==> config.mk <==
export PLATFORM = sky130hd
export DESIGN_NAME = serializer_8_bit
export DESIGN_NICKNAME = d
export VERILOG_FILES = /design/src/rtl/serializer_8_bit_pkg.sv /design/src/rtl/serializer_8_bit_counter.sv /design/src/rtl/serializer_8_bit.sv
export SDC_FILE = /design/constraint.sdc
export NUM_CORES = 1
export LEC_CHECK = 0
export CAP_MARGIN = 20
export CORE_MARGIN = 4
export CORE_UTILIZATION = 46
export DETAILED_ROUTE_END_ITERATION = 16
export PLACE_DENSITY = 0.73
export SYNTH_ARGS = -nofsm -noshare
export SYNTH_HDL_FRONTEND = slang
export SYNTH_SLANG_ARGS = --single-unit
==> constraint.sdc <==
create_clock -name clk -period 1.58 [get_ports clk]
set_input_delay 0.158 -clock clk [delete_from_list [all_inputs] [get_ports clk]]
set_output_delay 0.158 -clock clk [all_outputs]
set_load 0.03 [all_outputs]
==> src/rtl/serializer_8_bit_pkg.sv <==
// serializer_8_bit_pkg: shared state encodings and frame constants for the shift-register family
`ifndef SERIALIZER_8_BIT_PKG_SV
`define SERIALIZER_8_BIT_PKG_SV
package serializer_8_bit_pkg;
  localparam int FRAME_W = 8;
  localparam logic [2:0] LAST_CNT = 3'd7;
  typedef enum logic {IDLE, SHIFT} state_t;
endpackage
`endif

==> src/rtl/serializer_8_bit_counter.sv <==
// bit_counter_3: 3-bit frame bit counter with sync clear, enable and terminal count
module bit_counter_3
  import serializer_8_bit_pkg::*;
(
  input  logic clk,
  input  logic i_clr,
  input  logic i_en,
  output logic o_tc
);
  logic [2:0] r_count;
  always_ff @(posedge clk)
    r_count <= i_clr ? 3'd0 : i_en ? r_count + 3'd1 : r_count;
  assign o_tc = r_count == LAST_CNT;
endmodule

==> src/rtl/serializer_8_bit.sv <==
// serializer_8_bit: byte-to-serial converter with valid/ready load and back-to-back frames
module serializer_8_bit
  import serializer_8_bit_pkg::*;
#(
  parameter bit MSB_FIRST = 1'b1
) (
  input  logic               clk,
  input  logic               reset,
  input  logic [FRAME_W-1:0] D_in_p,
  input  logic               load_valid,
  output logic               load_ready,
  output logic               D_out_s,
  output logic               bit_valid,
  output logic               last_bit
);
  state_t r_state, w_next;
  logic [FRAME_W-1:0] r_sr;
  logic w_tc, w_accept;
  bit_counter_3 u_cnt (
    .clk  (clk),
    .i_clr(reset | w_accept),
    .i_en (r_state == SHIFT),
    .o_tc (w_tc)
  );
  always_ff @(posedge clk)
    r_state <= reset ? IDLE : w_next;
  always_ff @(posedge clk)
    r_sr <= reset ? '0 : w_accept ? D_in_p : r_state != SHIFT ? r_sr :
            MSB_FIRST ? {r_sr[FRAME_W-2:0], 1'b0} : {1'b0, r_sr[FRAME_W-1:1]};
  // accepting on the last bit reloads without leaving SHIFT, so frames abut
  always_comb begin
    bit_valid  = r_state == SHIFT;
    last_bit   = bit_valid && w_tc;
    load_ready = !bit_valid || last_bit;
    w_accept   = load_valid && load_ready;
    D_out_s    = bit_valid && (MSB_FIRST ? r_sr[FRAME_W-1] : r_sr[0]);
    w_next     = w_accept ? SHIFT : last_bit ? IDLE : r_state;
  end
endmodule

==> impl_metrics.yaml, run 1 <==
# generated from flow reports
yosys:
  top_cells_by_count: "12 x dfxtp_1, 10 x nor2_1, 7 x a211oi_1, 7 x nor3b_1, 7 x nor4_1"
  synth_warnings: 0
  synth_top_area_share_pct: 39.3
  synth-edff-count: 0
  top_cell: "dfxtp_1"
  ys_async_sr_fraction_pct: 0
  syn-num-nets: 78
  synth.avg_cell_area_sq_um: 9.39
  netlist_instances: 65
run_status:
  status: "completed"
global_route:
  overflow: 0
  met3_usage_pct: 6.10
  grt_max_degree: 14
  antenna_found_initial: 0
pwr:
  switching_share_pct: 26.6
  powerClk_mw: 0.245
  p_comb_share_pct: 21.4
  p_leak_nw: 0.326
  total_power_mw: 0.744
  power.switching_mw: 0.198
critical_path:
  cp-end-kind: "output port"
  max_stage_delay_ps: 310
  critPathLaunch: "u_cnt.r_count[0]"
  crit_family: "adder cells"
  r2r_end: "r_sr[5]"
  cp_cell_sequence: "ha_1 -> ha_2 -> nor2b_4 -> inv_8 -> buf_2"
  crit_fanout: 2
  r2r_setup_slack_ps: 70
  cp_slowest_cell: "dfxtp_1"
  r2r-start: "u_cnt.r_count[0]"
  crit_end: "load_ready"
  start_kind: "flip-flop"
layout:
  largest_class: "combinational gates"
  final_cells: 96
  clock_buffers: 4
  seq_area_share_pct: 28.9
  largest_register_ffs: 8
  mostFrequentLayoutCells: "12 x dfxtp_1, 10 x nor2_1, 10 x clkdlybuf4s50_1"
  final_util_pct: 70.9
  seq_cell_count: 12
  signal_buffers: 19
  fin_nets: 96
  largest_register: "r_sr"
worst_hold_path:
  worstHoldPathType: "reg2reg"
  hold_path_depth: 2
sta:
  tightest_slew_ps: 456
  setup_slack_ps: 67.1
  fin_crit_sh_pct: 95.8
placed_design:
  gp_congestion: 0.729
  pre_cts_slack_ps: -93.0
detailed_routing:
  viasPerCell: 5.46
  met3_length_um: 83
clock_network:
  cts_buffer_depth: 2
  clkTransAtPathRegs_ps: 80
  htree_levels: 1
  cts_buffers: 3
  cts_setup_buffers: 0
  cts_tree: "built"
die:
  die_area_sq_um: 1970
  fp.coreArea_sq_um: 1170
Run 1, cells by drive strength:
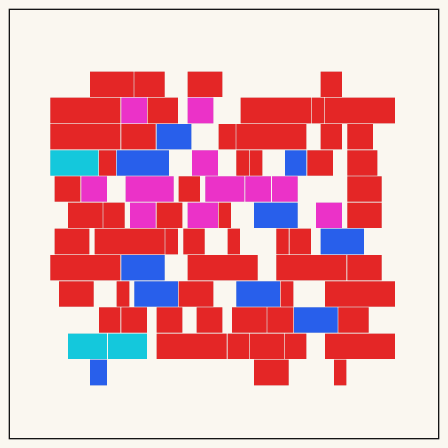
[x3 and x4] magenta | cells: 11
[x2] blue | cells: 10
[x6 and larger] cyan | cells: 3
[x1 and smaller] red | cells: 58

Run 1, cells coloured by class:
Bar = 10 um.
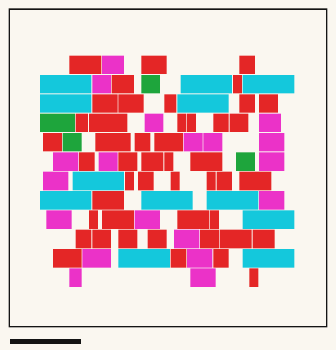
[registers] cyan | cells: 12
[clock drivers and dummy loads] green | cells: 4
[remaining buffers and delay cells] magenta | cells: 19
[remaining logic cells] red | cells: 47

Run 1, wires at chosen ports, followed through buffers:
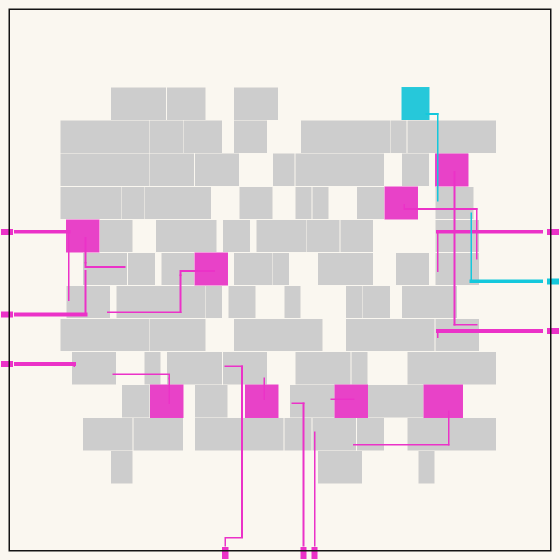
[D_in_p] magenta | bits: 8 | direction: input | edge: 3 bottom, 3 left, 2 right | end cells: 8 | buffers: 8 | wire: 148 um
[D_out_s] cyan | bits: 1 | direction: output | edge: right | end cells: 1 | buffers: 1 | wire: 19.4 um

Run 1, track usage over the die:
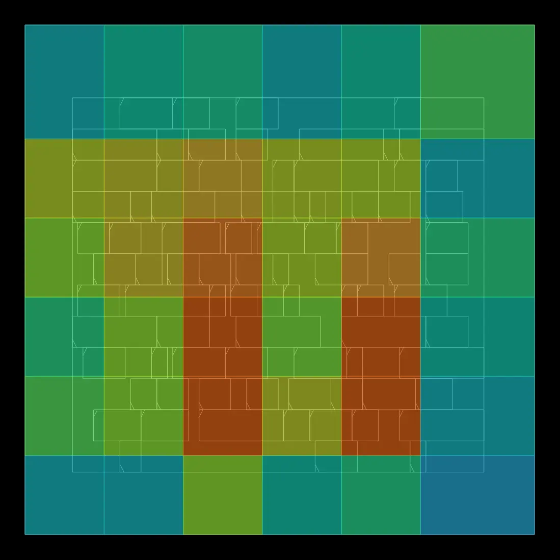

## Run 2: what changed since run 1
Settings changed: CELL_PAD_IN_SITES_DETAIL_PLACEMENT set to 1, CELL_PAD_IN_SITES_GLOBAL_PLACEMENT set to 1, CORE_MARGIN 4 to 2, CORE_UTILIZATION 46 to 36, SYNTH_HIERARCHICAL set to 1.
Run 2, track usage over the die:
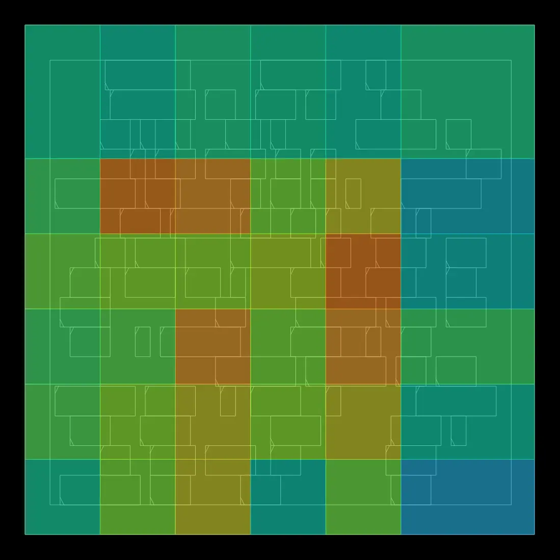
met1 Usage GRT: 20.0%
Finished Core Util: 52.5%
GRT Overall Usage: 15.0%
met2 Use GR: 22.8%

Run 2, cells by drive strength:
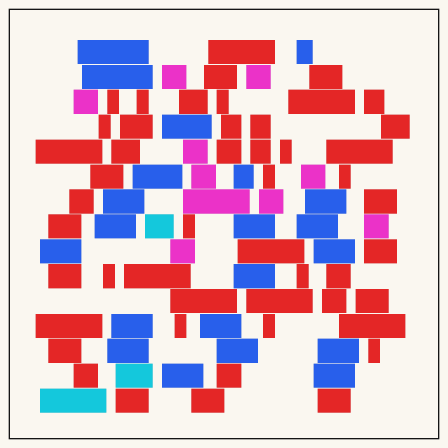
[x3 and x4] magenta | cells: 10
[x6 and larger] cyan | cells: 3
[x1 and smaller] red | cells: 49
[x2] blue | cells: 21

Run 2, cells coloured by class:
Bar = 10 um.
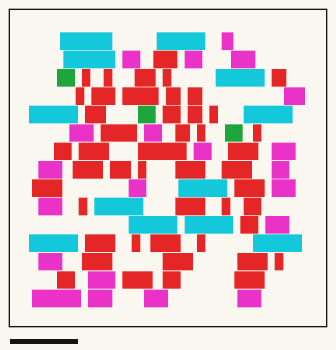
[remaining buffers and delay cells] magenta | cells: 21
[registers] cyan | cells: 12
[clock-net drivers] green | cells: 3
[remaining logic cells] red | cells: 47

==> impl_metrics.yaml, run 2 <==
# generated from flow reports
pwr:
  p_comb_share_pct: 26.3
  top_power_group: "sequential cells"
  pwr-share-seq_pct: 47.6
  power_frac_clock_pct: 26.1
  pg_comb_mw: 0.188
  power.switching_mw: 0.204
  pwr.group.sequential_mw: 0.340
  total_power_mw: 0.715
  p_leak_nw: 0.337
  ir_worst_vdd_mv: 0.494
  switching_share_pct: 28.5
  powerClk_mw: 0.187
layout:
  nMultiInputCombCells: 46
  largest_register_ffs: 8
  mostFrequentLayoutCells: "13 x nor2_1, 11 x clkdlybuf4s50_1, 10 x dfxtp_1"
  inverters: 1
  seq_cell_count: 12
  signal_buffers: 21
  seq_area_share_pct: 26.8
  largest_class: "combinational gates"
  logic_area_sq_um: 400
  largest_register: "r_sr"
  comb_area_share_pct: 44.2
  final_cells: 108
  n_antenna_cell: 0
  clock_buffers: 3
  fin_nets: 98
critical_path:
  crit_end: "r_sr[2]"
  crit_family: "adder cells"
  worstPathArrival_ps: 1670
  r2r_end: "r_sr[2]"
  crit_fanout: 9
  cpMostUsedCell: "ha_2"
  r2r-start: "u_cnt/r_count[0]"
  start_kind: "flip-flop"
  max_stage_delay_ps: 320
  critPathLaunch: "u_cnt/r_count[0]"
  cp-end-kind: "flip-flop"
  r2r_setup_slack_ps: 50
  cp_slowest_cell: "dfxtp_2"
  cp_cell_sequence: "ha_2 -> ha_2 -> nor2b_1 -> buf_4 -> inv_6 -> buf_12 -> a211oi_4 -> nor4_2"
yosys:
  fa_ha_area_share_pct: 3.80
  top_cell: "nor2_1"
  syn-num-nets: 77
  top_cells_by_count: "13 x nor2_1, 12 x dfxtp_1, 7 x a211oi_2, 7 x nor3b_1, 7 x nor4_2"
  yosys_area_sq_um: 658
  area_leaders: "dfxtp_1 37%, a211oi_2 13%, nor4_2 13%"
  xor_share_pct: 1.33
  synth-edff-count: 0
  ys_async_sr_fraction_pct: 0
  synth.avg_cell_area_sq_um: 10.3
  synth_top_area_share_pct: 36.5
  synth_warnings: 6
  netlist_instances: 64
  ys_sh_mux_pct: 3.04
  yosysTopAreaCell: "dfxtp_1"
  ys_ff: 12
clock_network:
  clkTransAtPathRegs_ps: 70
  cts_tree: "built"
  htree_levels: 1
  root_buffer: "clkbuf_4"
  cts_buffers: 3
  cts_resized: 13
  clock-sinks: 12
  cts_buffer_depth: 2
  insertion_delay_ps: 270
  cts_setup_buffers: 0
global_route:
  met3_usage_pct: 6.15
  grt_max_degree: 13
  grt_pass1_vias: 504
  grt_pass1_wl_um: 2290
  grt_busiest_layer: "met2"
  overflow: 0
  antenna_found_initial: 0
detailed_routing:
  viasPerCell: 5.00
  wl_per_cell_um: 13.2
  dr.pass1.iters: 2
  met3_length_um: 82
  postRouteAntennaNets: 0
  dr_wl_met2_um: 638
  route.top_layer_used: "met3"
sta:
  setup_slack_ps: 48.0
  fin_crit_sh_pct: 97.0
  hold_slack_ps: 507
  setup_violations: 0
  final-hold-violation-count: 0
  finClkSkew_ps: 2.22
  finalMaxSlewViolations: 0
  rsz0062_at_grt: "yes"
  tightest_slew_ps: 534
  period_needed_ps: 1530
  max_slew_margin_pct: 64.3
die:
  die_area_sq_um: 2190
  n_tap_cell: 25
  fp.coreArea_sq_um: 1730
  fp_util_pct: 38.1
worst_hold_path:
  hold_path_depth: 2
  hold_start: "u_cnt/r_count[1]"
  holdPathEnd: "u_cnt/r_count[1]"
  worstHoldPathType: "reg2reg"
placed_design:
  gp_congestion: 0.714
  pre_cts_slack_ps: -124
  port_buffers: 14
  dpl_cell_area_sq_um: 851
run:
  tool_warnings: 28
run_status:
  status: "completed"
Power figures rest on the tool's default switching activity, not on a simulated workload.
